[src/rtl/trace_pkg.sv]
// trace_pkg: shared constants and types for the trace packetizer.
//   TRACE_WORD_W    - trace word width in bits
//   TRACE_PKT_WORDS - words per packet; the sender always emits 16 bytes
//   TRACE_NPKTS     - default number of packet slots
//   word_t          - one trace word
//   sat_inc8        - 8-bit increment that sticks at 255
package trace_pkg;

    localparam int TRACE_WORD_W    = 16;
    localparam int TRACE_PKT_WORDS = 8;
    localparam int TRACE_NPKTS     = 4;

    typedef logic [TRACE_WORD_W-1:0] word_t;

    function automatic logic [7:0] sat_inc8(input logic [7:0] v);
        return (v == 8'hFF) ? v : v + 8'd1;
    endfunction

endpackage

[src/rtl/trace_packetizer_if.sv]
// trace_packetizer_if: groups the trace input side and the packet output
// side of the packetizer.
//   sync, WdAvail, TraceWd              - trace deserialiser -> packetizer
//   PacketNext, PacketNextWd            - sender -> packetizer strobes
//   PacketAvail, PacketOut              - packetizer -> sender
//   Overflow, DropCount                 - drop reporting
// Modports: master drives the inputs (deserialiser/sender side),
//           slave is the packetizer itself.
interface trace_packetizer_if;

    logic              sync;
    logic              WdAvail;
    trace_pkg::word_t  TraceWd;
    logic              PacketAvail;
    logic              PacketNext;
    logic              PacketNextWd;
    trace_pkg::word_t  PacketOut;
    logic              Overflow;
    logic [7:0]        DropCount;

    modport master (
        output sync, WdAvail, TraceWd, PacketNext, PacketNextWd,
        input  PacketAvail, PacketOut, Overflow, DropCount
    );

    modport slave (
        input  sync, WdAvail, TraceWd, PacketNext, PacketNextWd,
        output PacketAvail, PacketOut, Overflow, DropCount
    );

endinterface

[src/rtl/pkt_ram.sv]
// pkt_ram: simple dual-port packet store, one write port and one
// registered read port.
//   clk, rst          - clock, synchronous active-low reset (read register only)
//   we_i/waddr_i/wdata_i - write port
//   re_i/raddr_i      - read enable/address; data appears on rdata_o
//                       after the edge and holds until the next read
//   rdata_o           - registered read data
module pkt_ram #(
    parameter int DEPTH  = 32,
    parameter int ADDR_W = 5,
    parameter int DATA_W = 16
) (
    input  logic              clk,
    input  logic              rst,
    input  logic              we_i,
    input  logic [ADDR_W-1:0] waddr_i,
    input  logic [DATA_W-1:0] wdata_i,
    input  logic              re_i,
    input  logic [ADDR_W-1:0] raddr_i,
    output logic [DATA_W-1:0] rdata_o
);

    logic [DATA_W-1:0] mem_q [DEPTH];
    logic [DATA_W-1:0] rdata_q;

    // Storage is deliberately not reset; only the output register is.
    always_ff @(posedge clk) begin
        if (we_i) begin
            mem_q[waddr_i] <= wdata_i;
        end
    end

    always_ff @(posedge clk) begin
        if (!rst) begin
            rdata_q <= '0;
        end else if (re_i) begin
            rdata_q <= mem_q[raddr_i];
        end
    end

    assign rdata_o = rdata_q;

endmodule

[src/rtl/trace_packetizer.sv]
// trace_packetizer: collects 16-bit trace words into fixed-size packets in
// a ring of NPKTS slots and hands complete packets to a byte sender in
// FIFO order.
//   clk, rst - clock, synchronous active-low reset
//   bus      - trace_packetizer_if.slave (trace input, sender strobes,
//              PacketAvail/PacketOut, Overflow/DropCount)
// One slot is always kept free for writing, so a packet is committed only
// while (complete unclaimed + claimed) < NPKTS-1; otherwise it is dropped.
module trace_packetizer
    import trace_pkg::*;
#(
    parameter int NPKTS     = TRACE_NPKTS,
    parameter int PKT_WORDS = TRACE_PKT_WORDS
) (
    input logic               clk,
    input logic               rst,
    trace_packetizer_if.slave bus
);

    localparam int PKT_W  = $clog2(NPKTS);
    localparam int WD_W   = $clog2(PKT_WORDS);
    localparam int RD_W   = $clog2(PKT_WORDS + 1);
    localparam int ADDR_W = PKT_W + WD_W;

    logic [PKT_W-1:0] wr_pkt_q, wr_pkt_d;
    logic [WD_W-1:0]  wr_wd_q, wr_wd_d;
    logic [PKT_W-1:0] rd_pkt_q, rd_pkt_d;
    logic [RD_W-1:0]  rd_wd_q, rd_wd_d;
    logic [PKT_W-1:0] cnt_q, cnt_d;
    logic             claimed_q, claimed_d;
    logic             avail_q;
    logic             ovf_q, ovf_d;
    logic [7:0]       drop_q, drop_d;

    logic wr_en, last_wd, commit, drop, claim, rd_en;

    always_comb begin
        wr_en   = bus.sync && bus.WdAvail;
        last_wd = wr_en && (wr_wd_q == WD_W'(PKT_WORDS - 1));
        commit  = last_wd && ((int'(cnt_q) + int'(claimed_q)) < (NPKTS - 1));
        drop    = last_wd && !commit;
        claim   = bus.PacketNext && (cnt_q != '0);
        // PacketNext takes priority over a coincident PacketNextWd.
        rd_en   = !bus.PacketNext && bus.PacketNextWd && claimed_q
                  && (rd_wd_q < RD_W'(PKT_WORDS));
    end

    always_comb begin
        wr_pkt_d  = wr_pkt_q;
        wr_wd_d   = wr_wd_q;
        rd_pkt_d  = rd_pkt_q;
        rd_wd_d   = rd_wd_q;
        cnt_d     = cnt_q;
        claimed_d = claimed_q;
        ovf_d     = drop;
        drop_d    = drop_q;

        if (!bus.sync) begin
            wr_wd_d = '0;
        end else if (bus.WdAvail) begin
            if (last_wd) begin
                wr_wd_d = '0;
                if (commit) begin
                    wr_pkt_d = wr_pkt_q + PKT_W'(1);
                end
            end else begin
                wr_wd_d = wr_wd_q + WD_W'(1);
            end
        end

        if (drop) begin
            drop_d = sat_inc8(drop_q);
        end

        // Oldest complete slot sits cnt_q slots behind the write slot; a
        // commit in the same cycle lands at wr_pkt_q and does not move it.
        if (bus.PacketNext) begin
            if (claim) begin
                claimed_d = 1'b1;
                rd_pkt_d  = wr_pkt_q - cnt_q;
                rd_wd_d   = '0;
            end else begin
                claimed_d = 1'b0;
            end
        end else if (rd_en) begin
            rd_wd_d = rd_wd_q + RD_W'(1);
        end

        if (commit && !claim) begin
            cnt_d = cnt_q + PKT_W'(1);
        end else if (claim && !commit) begin
            cnt_d = cnt_q - PKT_W'(1);
        end
    end

    always_ff @(posedge clk) begin
        if (!rst) begin
            wr_pkt_q  <= '0;
            wr_wd_q   <= '0;
            rd_pkt_q  <= '0;
            rd_wd_q   <= '0;
            cnt_q     <= '0;
            claimed_q <= 1'b0;
            avail_q   <= 1'b0;
            ovf_q     <= 1'b0;
            drop_q    <= '0;
        end else begin
            wr_pkt_q  <= wr_pkt_d;
            wr_wd_q   <= wr_wd_d;
            rd_pkt_q  <= rd_pkt_d;
            rd_wd_q   <= rd_wd_d;
            cnt_q     <= cnt_d;
            claimed_q <= claimed_d;
            avail_q   <= (cnt_q != '0);
            ovf_q     <= ovf_d;
            drop_q    <= drop_d;
        end
    end

    logic [ADDR_W-1:0] waddr, raddr;
    word_t             rdata;

    assign waddr = {wr_pkt_q, wr_wd_q};
    assign raddr = {rd_pkt_q, rd_wd_q[WD_W-1:0]};

    pkt_ram #(
        .DEPTH  (NPKTS * PKT_WORDS),
        .ADDR_W (ADDR_W),
        .DATA_W (TRACE_WORD_W)
    ) u_pkt_ram (
        .clk     (clk),
        .rst     (rst),
        .we_i    (wr_en),
        .waddr_i (waddr),
        .wdata_i (bus.TraceWd),
        .re_i    (rd_en),
        .raddr_i (raddr),
        .rdata_o (rdata)
    );

    assign bus.PacketAvail = avail_q;
    assign bus.PacketOut   = rdata;
    assign bus.Overflow    = ovf_q;
    assign bus.DropCount   = drop_q;

endmodule
[src/flat_wrapper.sv]
// flat-port wrapper written by rule: the top's interface ports become plain ports
module trace_packetizer_flat import trace_pkg::*;
#(
    parameter int NPKTS     = TRACE_NPKTS,
    parameter int PKT_WORDS = TRACE_PKT_WORDS
)
  (clk, rst, bus_sync, bus_WdAvail, bus_TraceWd, bus_PacketNext, bus_PacketNextWd, bus_PacketAvail, bus_PacketOut, bus_Overflow, bus_DropCount);
  trace_packetizer_if bus_i ();
  input logic clk;
  input logic rst;
  input wire logic [$bits(bus_i.sync)-1:0] bus_sync;
  input wire logic [$bits(bus_i.WdAvail)-1:0] bus_WdAvail;
  input wire logic [$bits(bus_i.TraceWd)-1:0] bus_TraceWd;
  input wire logic [$bits(bus_i.PacketNext)-1:0] bus_PacketNext;
  input wire logic [$bits(bus_i.PacketNextWd)-1:0] bus_PacketNextWd;
  output wire logic [$bits(bus_i.PacketAvail)-1:0] bus_PacketAvail;
  output wire logic [$bits(bus_i.PacketOut)-1:0] bus_PacketOut;
  output wire logic [$bits(bus_i.Overflow)-1:0] bus_Overflow;
  output wire logic [$bits(bus_i.DropCount)-1:0] bus_DropCount;
  assign bus_i.sync = bus_sync;
  assign bus_i.WdAvail = bus_WdAvail;
  assign bus_i.TraceWd = bus_TraceWd;
  assign bus_i.PacketNext = bus_PacketNext;
  assign bus_i.PacketNextWd = bus_PacketNextWd;
  assign bus_PacketAvail = bus_i.PacketAvail;
  assign bus_PacketOut = bus_i.PacketOut;
  assign bus_Overflow = bus_i.Overflow;
  assign bus_DropCount = bus_i.DropCount;
  trace_packetizer #(.NPKTS(NPKTS), .PKT_WORDS(PKT_WORDS)) u_core (.clk(clk), .rst(rst), .bus(bus_i));
endmodule
[config.mk]
export PLATFORM = sky130hd
export DESIGN_NAME = trace_packetizer_flat
export DESIGN_NICKNAME = d
export VERILOG_FILES = /design/src/rtl/trace_pkg.sv /design/src/rtl/trace_packetizer_if.sv /design/src/rtl/pkt_ram.sv /design/src/rtl/trace_packetizer.sv /design/src/flat_wrapper.sv
export SDC_FILE = /design/constraint.sdc
export NUM_CORES = 1
export LEC_CHECK = 0
export ABC_CLOCK_PERIOD_IN_PS = 1950
export CAP_MARGIN = 10
export CORE_ASPECT_RATIO = 0.6
export CORE_MARGIN = 3
export CORE_UTILIZATION = 40
export CTS_CLUSTER_DIAMETER = 120
export CTS_CLUSTER_SIZE = 16
export DETAILED_ROUTE_END_ITERATION = 8
export DONT_BUFFER_PORTS = 1
export HOLD_SLACK_MARGIN = 0.03
export SLEW_MARGIN = 20
export SYNTH_ARGS = -nofsm -noshare
export SYNTH_HDL_FRONTEND = slang
export SYNTH_SLANG_ARGS = --single-unit
[constraint.sdc]
create_clock -name clk -period 1.95 [get_ports clk]
set_input_delay 0.39 -clock clk [delete_from_list [all_inputs] [get_ports clk]]
set_output_delay 0.39 -clock clk [all_outputs]
set_load 0.02 [all_outputs]
==> qor.txt, run 1 <==
Syn avg cell area: 17.0 sq um
Worst slew pin tran: 0.533 ns
Final nets: 1485
CTS Buf Count: 40
GRT Residual Overflow: 0
Init Core Util: 40.9%
P_int: 17000 uW
MUX share of area: 11.9%
CTS max path bufs: 3
Crit-path max FO: 6
Final hold vios: 0
Final GP Congestion: 0.804
Failing checks: negative setup slack
Critical path class: reg -> reg
DP Area: 23700 sq um
Post-Syn Nets: 1311
Critical Path, Cell by Cell: buf_12 > buf_16 > buf_4 > mux2i_1 > a22oi_1 > a21oi_2 > or4_1 > a21oi_1
Status: finished, violations left
Worst r2r dst: u_core.u_pkt_ram.rdata_o[8]
Synthesized area: 21700 sq um
Synth Seq Share: 74.6%
CTS Hold Buffers Added: 20
Critical path depth: 8
Synth warn: 0
Final setup viols: 16
Adder Share, Synth: 0.866%
R2R Setup Slk: -0.18 ns
CP arrival: 2.60 ns
Switching share of power: 19.8%
CP required: 2.42 ns
Clock Latency Late Sink: 0.55 ns
FF+latch area: 16200 sq um
Post-synthesis async set-or-reset flop share: 0%
Crit. End Element: flip-flop
Rows: 65
CTS tree: built
CP bufs+invs: 3
Period utilization: 109%
CP Capture Point: u_core.u_pkt_ram.rdata_o[8]
Post-synth EDFFs: 512
P per Cell Area: 804 nW/um^2
Largest net degree at the start of global routing: 37
Worst Setup Start Kind: flip-flop
Full die area: 57100 sq um
Area growth syn-to-layout: 21.6%
Setup TNS: -2.11 ns
Final Hold Slack: 0.0612 ns
Unrepaired setup endpoints after global routing: yes
Peak Freq: 469 MHz
Synth Area in XOR/XNOR: 0.525%
Maximum vdd drop: 0.544 mV
Origin of the critical flop-to-flop path: u_core.rd_wd_q[0]
R2R depth: 8
Final WS setup: -0.181 ns
Crit path from: u_core.rd_wd_q[0]
# Cells Yosys: 1274
Placed cells: 2060
Detail Route Antenna Nets: 0
Worst-path clk slew: 0.08 ns
First-pass GRT wire length: 83.0 mm
Sink Count: 552
Combinational Power Share: 2.0%
Synthesized instance count: 1274
CTS root buffer: clkbuf_16
Vias in the first global route: 11.8k
Logic family by area: multiplexers
DPL Wire Length: 35.8 mm
Worst path slowest cell: or4_1
Yosys aoi share: 7.11%
Drt initial violations: 1251
Share of power burned in registers: 61.0%
Drt pass-1 iters: 5
Synth Area in Simple Gates: 2.78%
Max Cap Violations: 0
Worst slack at placement: -0.321 ns
Fin area: 26400 sq um
Logic cell area: 5600 sq um
DRC: 0
Pleak: 0.00813 uW
Post_cts resized: 93
Post-CTS setup buffer count: 19
Final Skew: 0.0227 ns
Non-Filler Instances: 2179
Post-layout power: 21200 uW
Initial antenna violation count: 8
Top_reg_cell synth: edfxtp_1
Final core utilization: 49.7%
Worst path max stage delay: 0.53 ns
Worst Hold Class: in -> reg
Yosys Chip Area: 21700 sq um
Tmin final: 2.13 ns
Clk pwr share: 37.0%
Log Warnings: 35
Post-synth regs: 552
NetSw: 4200 uW
Avg Vias per Cell: 5.52
Slew HR: 64.4%
Unique cell type count in the Yosys netlist: 38
Critical path's top delay family: AND-OR/OR-AND gates
H-tree depth: 2
Fin. max-slew vios: 0
Layout cells sized above 1: 24.7%
run 1: power groups by stage:
stage	sequential (uW)	clock, uW	combinational [uW]
2_1_floorplan	13200	0	61.7
4_1_cts	12900	7970	405
3_5_place_dp	13200	0	107
6_report	12900	7850	417
3_3_place_gp	13200	0	106
5_1_grt	12900	8460	439
run 1: worst min path at each step:
stage | from | to | slack, ns | depth (start not counted)
after global placement | bus_TraceWd[10] | u_core.u_pkt_ram.mem_q[14][10] | 0.49 | 0
final | bus_WdAvail | u_core.wr_wd_q[1] | 0.06 | 2
after CTS | bus_WdAvail | u_core.wr_wd_q[1] | 0.05 | 2
after floorplan | u_core.rd_wd_q[3] | u_core.rd_wd_q[3] | 0.46 | 2
after detailed placement | bus_TraceWd[10] | u_core.u_pkt_ram.mem_q[15][10] | 0.49 | 0
after global routing | bus_WdAvail | u_core.wr_wd_q[1] | 0.05 | 2
run 1: cells in the mapped netlist, types with 4 or more instances:
cell type / number / area [sq um]
edfxtp_1: 512 / 15400
mux2i_1: 258 / 2580
a22oi_1: 128 / 961
a21oi_1: 82 / 410
dfxtp_1: 40 / 801
nor2_1: 39 / 146
clkbuf_1: 38 / 143
o21ai_0: 21 / 105
nand2_1: 17 / 63.8
or4_1: 16 / 120
ha_1: 15 / 188
buf_4: 14 / 105
and2_1: 12 / 75.1
buf_6: 9 / 101
nand2b_1: 9 / 56.3
inv_1: 8 / 30.0
nand3_1: 7 / 35.0
xnor2_1: 7 / 61.3
xor2_1: 6 / 52.6
a21boi_0: 4 / 30.0
buf_8: 4 / 60.1
nor2b_1: 4 / 25.0
run 1: layer usage:
metal	wire (microns)	share of wire [%]	vias up	global-route usage, %
li1	-	-	5370	-
met4	870	1.5	0	3.41
met1	26700	46	6149	30.8
met3	5560	9.7	62	5.63
met2	24500	43	438	27.9
met5	0	0	-	0
run 1: sequential cells by signal, summed over array words and instances, names as in the netlist:
| signal | cells |
|---|---|
| u_core.bus.Overflow | 1 |
| u_core.bus.PacketAvail | 1 |
| u_core.claimed_q | 1 |
| u_core.wr_wd_q | 3 |
| u_core.u_pkt_ram.mem_q | 512 |
| u_core.cnt_q | 2 |
| u_core.u_pkt_ram.rdata_o | 16 |
| u_core.rd_pkt_q | 2 |
| u_core.rd_wd_q | 4 |
| u_core.wr_pkt_q | 2 |
| u_core.bus.DropCount | 8 |
run 1: final cells by class:
cell class	count	area share, %
flip-flops and latches	552	61.4
multi-input cells	642	21.2
repair buffers	204	9.61
clock buffers	68	4.27
well taps	703	3.33
inverters	8	0.114
clock inverters	1	0.0332
diodes	1	0.00949
run 1: logic make-up after synthesis:
family | count (synthesis)
DFF | 552
buffers and inverters | 80
and+or+nand+nor | 116
adders and majority gates | 15
AOI/OAI and AO/OA | 240
xor gates and xnor gates | 13
muxes | 258
run 1: cells in the final DEF (no fill, tap or decap), drive strengths merged, types with 3 or more instances in the layout:
cell	count
dlygate4sd3	3
nand3	7
or4	16
nand2b	9
nor2	39
ha	15
dfxtp	40
nor2b	4
inv	9
a22oi	128
a21oi	82
o21ai	22
mux2i	258
and2	12
nand2	17
buf	197
a21boi	4
edfxtp	512
clkbuf	72
xor2	6
nor3	3
xnor2	7
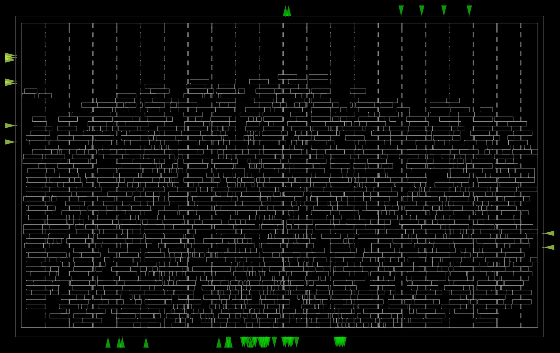
run_1/placed.png
Well-Tap Cells: 703
FILL cells: 4385
flop share of the area: 61.4%
Core Region: 53000 sq um

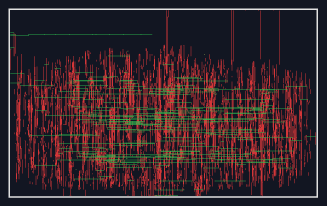
run_1/layers.png
(1 px per micron) Only two layers are drawn.
Red is M2, wire length 24.5 mm. Green is M3, wire length 5560 microns.
routed len/inst: 26.4 microns
gr usage total: 19.8%
via count: 12.0k
final wirelength: 57.6 mm

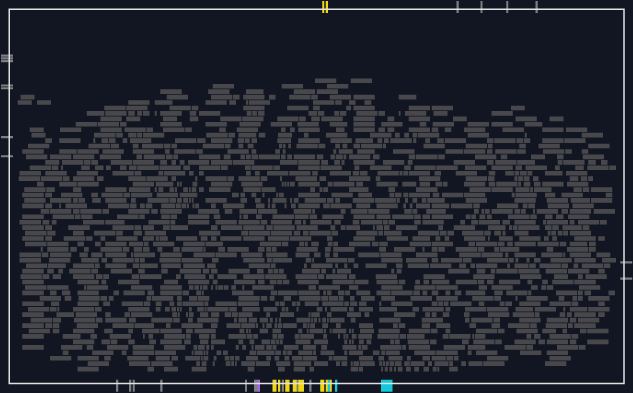
run_1/pinout.png
(2 px per micron) Pins as bars across the die edge, other pins in grey.
Purple is bus_sync, pins 1, direction input, edge south. Yellow is bus_PacketOut, pins 16, direction output, edge 14 south, 2 north. Cyan is bus_DropCount, pins 8, direction output, edge south.
All pins by edge: 33 south, 7 west, 6 north, 2 east.
die height: 186 microns
port bufs: 0
Die Span X: 307 microns

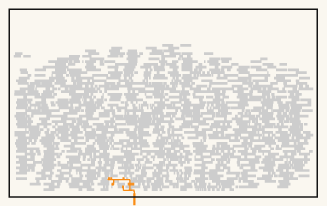
run_1/port_trees.png
(1 px per micron)
Orange is bus_sync, bits 1, direction input, end cells 6, buffers 1, wire 64.0 microns.
Ports: 48

run_1/m2.png
(2 px per micron)
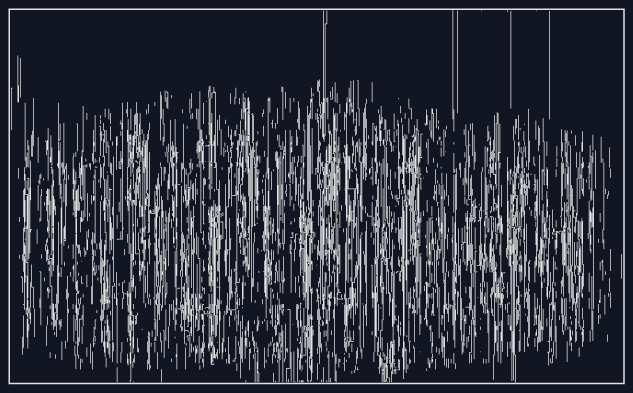

==> run 2: changes to the inputs <==
--- a/config.mk
+++ b/config.mk
@@ -15,6 +15,7 @@
 export DETAILED_ROUTE_END_ITERATION = 8
 export DONT_BUFFER_PORTS = 1
 export HOLD_SLACK_MARGIN = 0.03
+export RECOVER_POWER = 50
 export SLEW_MARGIN = 20
 export SYNTH_ARGS = -nofsm -noshare
 export SYNTH_HDL_FRONTEND = slang
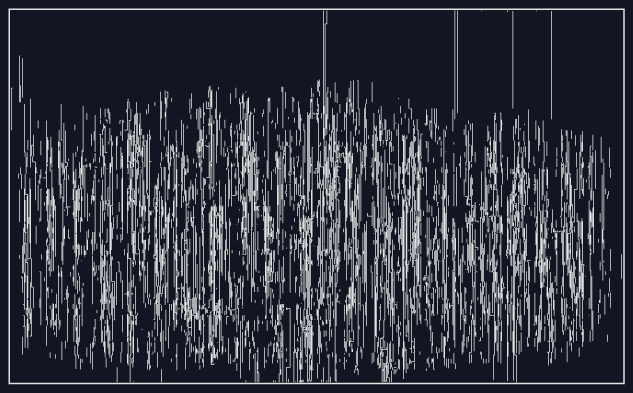
run_2/m2.png
(2 px per micron)
The longest straight run is 90.1 microns. The layer holds 43% of the routed length.
met2 GRT Util: 27.9%
via count: 12.2k
final wirelength: 57.7 mm

==> run 2 against run 1 <==
The flow finishes with violations (max-capacitance violations, max-slew violations, negative setup slack). Register-to-register slack barely moved. Flip-flop count unchanged. Via count up 1.3%. Sequential power barely moved. Global-route usage unchanged. Core utilization is 0.55 points lower. Power shrank 0.25%. Critical path depth is the same. Combinational power down 15%. Synthesized cell count stayed put. Critical endpoint unchanged. Largest cell class unchanged. Largest power group unchanged.
==> qor.txt, run 2 <==
Failing checks: max-capacitance violations, max-slew violations, negative setup slack
Unique cell type count in the Yosys netlist: 38
Clock Latency Late Sink: 0.55 ns
Synthesized instance count: 1274
CTS max path bufs: 3
Final nets: 1485
Max Cap Violations: 16
# Cells Yosys: 1274
Post-synthesis async set-or-reset flop share: 0%
Avg Vias per Cell: 5.59
Final Skew: 0.0207 ns
GRT met3 Usage: 5.63%
Synth warn: 0
Final GP Congestion: 0.804
Period utilization: 109%
Crit. End Element: flip-flop
Post-synth top area cell: edfxtp_1
Slew HR: -23.6%
DRC: 0
CTS Buf Count: 40
Post-Syn Nets: 1311
Synth top cells by count: edfxtp_1 (512), mux2i_1 (258), a22oi_1 (128)
Final core utilization: 49.2%
Die Span X: 307 microns
Layout cells sized above 1: 23.2%
Worst slack at placement: -0.321 ns
CP required: 2.42 ns
CTS tree: built
Drt pass-1 iters: 6
Port bufs: 0
Post-synth EDFFs: 512
Synth Seq Share: 74.6%
Unrepaired setup endpoints after global routing: yes
Init Core Util: 40.9%
Tmin final: 2.13 ns
Pleak: 0.00798 uW
Area growth syn-to-layout: 20.3%
Reg with most FFs: u_core.u_pkt_ram.mem_q
Final setup viols: 16
Flip-flop count of the largest register after layout: 512
Post-synth regs: 552
GRT Max-Usage Layer: met1
CTS root buffer: clkbuf_16
Status: finished, violations left
Worst Setup Start Kind: flip-flop
CP arrival: 2.60 ns
Largest net degree at the start of global routing: 37
Worst slew pin tran: 1.85 ns
Top area contributor share: 70.9%
Top_reg_cell synth: edfxtp_1
DPL Wire Length: 35.8 mm
Sink Count: 552
Maximum vdd drop: 0.545 mV
P per Cell Area: 811 nW/um^2
Fin. max-slew vios: 495
Synthesized area: 21700 sq um
Die height: 186 microns
Commonest Layout Cell: edfxtp_1
H-tree depth: 2
FILL cells: 4429
Gr usage total: 19.8%
Peak Freq: 470 MHz
Biggest area cells: edfxtp_1 (71%), mux2i_1 (12%), a22oi_1 (4.4%)
Final WS setup: -0.180 ns
Initial antenna violation count: 8
Crit-path max FO: 6
Worst Hold Class: in -> reg
Full die area: 57100 sq um
Detail Route Antenna Nets: 0
GRT Residual Overflow: 0
Core Region: 53000 sq um
Critical path class: reg -> reg
Post-layout power: 21100 uW
First-pass GRT wire length: 83.0 mm
Yosys Chip Area: 21700 sq um
Final hold vios: 0
Yosys top cell by instances: edfxtp_1
Most instantiated logic cells after routing: edfxtp_1 (512), mux2i_1 (258), buf_4 (118)
Ports: 48
Syn avg cell area: 17.0 sq um
Rows: 65
Vias in the first global route: 11.8k
Diode count: 0
Log Warnings: 35
Worst-path clk slew: 0.08 ns
Routing usage on met1: 30.8%
Drt initial violations: 1174
Final Hold Slack: 0.0619 ns
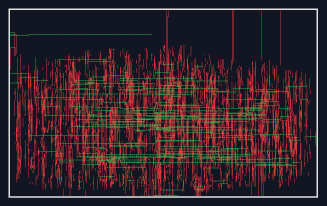
run_2/layers.png
(1 px per micron) Only two layers are drawn.
Red is M2, wire length 24.5 mm. Green is M3, wire length 5790 microns.
routed len/inst: 26.5 microns

## run 2: kinds of logic (layout without fill, tap and decap cells)
| logic type | count (synthesis) | after routing | synth area share [%] |
|---|---|---|---|
| adders and majority gates | 15 | 15 | 0.866 |
| muxes | 258 | 258 | 11.9 |
| and+or+nand+nor | 116 | 116 | 2.78 |
| xor gates and xnor gates | 13 | 13 | 0.525 |
| buffers and inverters | 80 | 281 | 2.21 |
| DFF | 552 | 552 | 74.6 |
| AOI/OAI and AO/OA | 240 | 240 | 7.11 |
## run 2: area by class of cell
class / count / area [sq um] / share of cell area [%]
sequential: 552 / 16200 / 62.1
multi-input combinational: 642 / 5590 / 21.4
timing repair buffer: 204 / 2260 / 8.66
clock buffer: 68 / 1130 / 4.32
tap: 703 / 880 / 3.37
inverter: 8 / 30.0 / 0.115
clock inverter: 1 / 8.76 / 0.0336
## run 2: worst paths after layout
path / start / end / depth (start not counted) / slack [ns]
worst min-delay path: bus_WdAvail / u_core.wr_wd_q[1] / 2 / 0.06
worst max-delay path: u_core.rd_wd_q[0] / u_core.u_pkt_ram.rdata_o[8] / 8 / -0.18
worst max register to register: u_core.rd_wd_q[0] / u_core.u_pkt_ram.rdata_o[8] / 8 / -0.18
worst min register to register: u_core.wr_pkt_q[1] / u_core.wr_pkt_q[1] / 2 / 0.52
## run 2: worst max-delay path: stages, from the launching register on
cell     delay [ns]
dfxtp_4        0.38
buf_12         0.15
buf_16         0.14
buf_4          0.15
mux2i_1        0.13
a22oi_1        0.26
a21oi_2        0.16
or4_1          0.53
a21oi_1        0.15
## run 2: metrics by stage
| stage | instance area (sq um) | TNS (ns) | cells |
|---|---|---|---|
| 2_1_floorplan | 21700 | -0.00422 | 1274 |
| 3_3_place_gp | 23700 | -3.24 | 2060 |
| 3_5_place_dp | 23700 | -3.82 | 2060 |
| 4_1_cts | 26000 | -2.38 | 2173 |
| 5_1_grt | 26100 | -3.08 | 2178 |
| 6_report | 26100 | -2.14 | 2178 |
## run 2: timing repair
action,CTS,global route
pin swaps,60,56
resized,93,62
endpoints found under the setup margin,23,26
cloned,8,4
hold buffers,20,0
hold endpoints to repair,551,0
setup buffers,19,3
## run 2: routing by layer
metal,vias up,wire length (microns),share of wire [%]
met4,0,896,1.6
met2,486,24500,43
met3,69,5790,10
met5,-,0,0
met1,6250,26500,46
li1,5369,-,-
## run 2: report_power, final
group / internal, uW / leakage, uW / total [uW] / switching (uW)
clock: 3940 / 0.000542 / 7840 / 3900
sequential: 12900 / 0.00493 / 12900 / 5.13
combinational: 64.8 / 0.00251 / 356 / 291
run_2/port_trees.png
(1 px per micron)
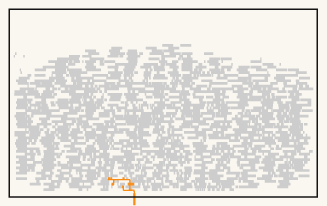

==> run 3: changes to the inputs <==
--- a/config.mk
+++ b/config.mk
@@ -16,6 +16,7 @@
 export DONT_BUFFER_PORTS = 1
 export HOLD_SLACK_MARGIN = 0.03
 export RECOVER_POWER = 50
+export SKIP_LAST_GASP = 1
 export SLEW_MARGIN = 20
 export SYNTH_ARGS = -nofsm -noshare
 export SYNTH_HDL_FRONTEND = slang
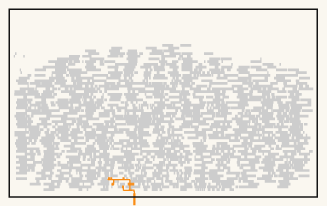
run_3/port_trees.png
(1 px per micron)
Orange is bus_sync, bits 1, direction input, end cells 6, buffers 1, wire 64.0 microns.

==> run 3 against run 2 <==
The run still ends with max-capacitance violations, max-slew violations, negative setup slack left. Design area barely moved. Register-to-register slack barely moved. Setup slack got worse by 0.0031 ns. Core utilization barely moved. Routed wire length fell by 0.11%. Final cell count did not move. Critical path depth did not move. Clock skew rose by 0.0015 ns. Non-clock buffer count did not move. Fmax fell by 0.14%.
==> qor.txt, run 3 <==
Final hold vios: 0
FILL cells: 4433
Slew HR: -23.9%
Synth Seq Share: 74.6%
Post-synthesis async set-or-reset flop share: 0%
Critical path depth: 8
Crit path from: u_core.rd_wd_q[0]
Die height: 186 microns
CP required: 2.42 ns
Synth warn: 0
Final Hold Slack: 0.0630 ns
DPL Wire Length: 35.8 mm
Crit. End Element: flip-flop
Tmin final: 2.13 ns
CTS Buf Count: 40
Peak Freq: 469 MHz
Drt initial violations: 1190
Crit-path max FO: 6
Avg Vias per Cell: 5.56
Worst-path clk slew: 0.08 ns
Unique cell type count in the Yosys netlist: 38
Unrepaired setup endpoints after global routing: yes
Worst r2r dst: u_core.u_pkt_ram.rdata_o[8]
Rows: 65
Most instantiated logic cells after routing: edfxtp_1 (512), mux2i_1 (258), buf_4 (119)
Post-synth top area cell: edfxtp_1
Post-Syn Nets: 1311
Origin of the critical flop-to-flop path: u_core.rd_wd_q[0]
CTS max path bufs: 3
Yosys Chip Area: 21700 sq um
Flip-flop count of the largest register after layout: 512
Max Cap Violations: 16
Gr usage total: 19.8%
Failing checks: max-capacitance violations, max-slew violations, negative setup slack
Drt pass-1 iters: 5
Worst path slowest cell: or4_1
Worst Hold Class: in -> reg
CTS root buffer: clkbuf_16
Largest net degree at the start of global routing: 37
Status: finished, violations left
Worst slew pin tran: 1.86 ns
Syn avg cell area: 17.0 sq um
Final GP Congestion: 0.804
DRC: 0
Critical path class: reg -> reg
Full die area: 57100 sq um
Top_reg_cell synth: edfxtp_1
CP Capture Point: u_core.u_pkt_ram.rdata_o[8]
Pleak: 0.00798 uW
Fin. max-slew vios: 528
Commonest Layout Cell: edfxtp_1
Final setup viols: 16
CTS tree: built
Diode count: 0
Init Core Util: 40.9%
P per Cell Area: 811 nW/um^2
Synthesized instance count: 1274
CP arrival: 2.60 ns
Final nets: 1485
Post-synth EDFFs: 512
Sink Count: 552
Port bufs: 0
Period utilization: 109%
Detail Route Antenna Nets: 0
Critical Path, Cell by Cell: buf_12 > buf_16 > buf_4 > mux2i_1 > a22oi_1 > a21oi_2 > or4_1 > a21oi_1
Biggest area cells: edfxtp_1 (71%), mux2i_1 (12%), a22oi_1 (4.4%)
Synthesized area: 21700 sq um
Synth top cells by count: edfxtp_1 (512), mux2i_1 (258), a22oi_1 (128)
Layout cells sized above 1: 23.1%
Critical path's top delay family: AND-OR/OR-AND gates
# Cells Yosys: 1274
Final WS setup: -0.183 ns
Core Region: 53000 sq um
Reg with most FFs: u_core.u_pkt_ram.mem_q
H-tree depth: 2
Area growth syn-to-layout: 20.2%
GRT Residual Overflow: 0
Final Skew: 0.0222 ns
Yosys top cell by instances: edfxtp_1
Post-layout power: 21100 uW
Die Span X: 307 microns
Worst Setup Start Kind: flip-flop
R2R depth: 8
Initial antenna violation count: 8
Clock Latency Late Sink: 0.55 ns
Ports: 48
First-pass GRT wire length: 83.0 mm
Worst path max stage delay: 0.53 ns
CP bufs+invs: 3
Post-synth regs: 552
R2R Setup Slk: -0.18 ns
Top area contributor share: 70.9%
Maximum vdd drop: 0.545 mV
Log Warnings: 35
Vias in the first global route: 11.8k
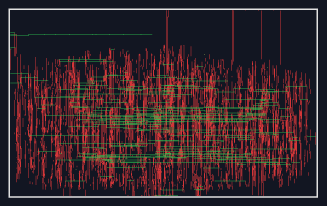
run_3/layers.png
(1 px per micron) Only two layers are drawn.
Red is M2, wire length 24.6 mm. Green is M3, wire length 5740 microns.
via count: 12.1k
final wirelength: 57.6 mm
routed len/inst: 26.5 microns

run 3: kinds of logic (layout without fill, tap and decap cells):
group	after synthesis	after routing	share of synthesized area [%]
AOI/OAI and AO/OA	240	240	7.11
xor gates and xnor gates	13	13	0.525
adders and majority gates	15	15	0.866
and+or+nand+nor	116	116	2.78
muxes	258	258	11.9
DFF	552	552	74.6
buffers and inverters	80	281	2.21
run 3: metrics by stage:
step                      utilization, %   TNS, ns  std cells  instance area (sq um)  setup WS [ns]
after floorplan                        -  -0.00422       1274                  21700       -0.00422
after global placement              44.7     -3.24       2060                  23700         -0.301
after detailed placement            44.7     -3.82       2060                  23700         -0.321
after CTS                           49.0     -2.38       2173                  26000         -0.175
after global routing                49.2     -3.10       2178                  26100         -0.229
final                               49.2     -2.19       2178                  26100         -0.183
run 3: worst min path at each step:
stage	from	end	slack, ns	depth (start not counted)
2_1_floorplan	u_core.rd_wd_q[3]	u_core.rd_wd_q[3]	0.46	2
3_3_place_gp	bus_TraceWd[10]	u_core.u_pkt_ram.mem_q[14][10]	0.49	0
3_5_place_dp	bus_TraceWd[10]	u_core.u_pkt_ram.mem_q[15][10]	0.49	0
4_1_cts	bus_WdAvail	u_core.wr_wd_q[1]	0.05	2
5_1_grt	bus_WdAvail	u_core.wr_wd_q[1]	0.05	2
6_report	bus_WdAvail	u_core.wr_wd_q[1]	0.06	2
run 3: what timing repair did:
item                       4_1_cts  5_1_grt
pin swaps                       60       56
setup buffers                   19        3
hold endpoints to repair       551        0
setup endpoints to repair       23       26
hold buffers                    20        0
gates cloned                     8        4
gates resized                   93       59
run 3: final cells by class:
cell class	instances	area [sq um]	share of cell area (%)
Timing Repair Buffer	204	2250	8.63
Tap cell	703	880	3.37
Multi-Input combinational cell	642	5580	21.4
Inverter	8	30.0	0.115
Clock buffer	68	1130	4.32
Clock inverter	1	8.76	0.0336
Sequential cell	552	16200	62.1
run 3: power by group:
group | switching (uW) | internal (uW)
Combinational | 290 | 64.8
Clock | 3890 | 3940
Sequential | 5.13 | 12900
Total | 4190 | 16900
run 3: layer usage:
metal | vias up | track usage [%] | part of all wire [%]
met2 | 457 | 27.9 | 43
met3 | 65 | 5.63 | 10
met4 | 0 | 3.41 | 1.5
met1 | 6215 | 30.8 | 46
met5 | - | 0 | 0
li1 | 5368 | - | -
Power is estimated from default activity; no workload was simulated.
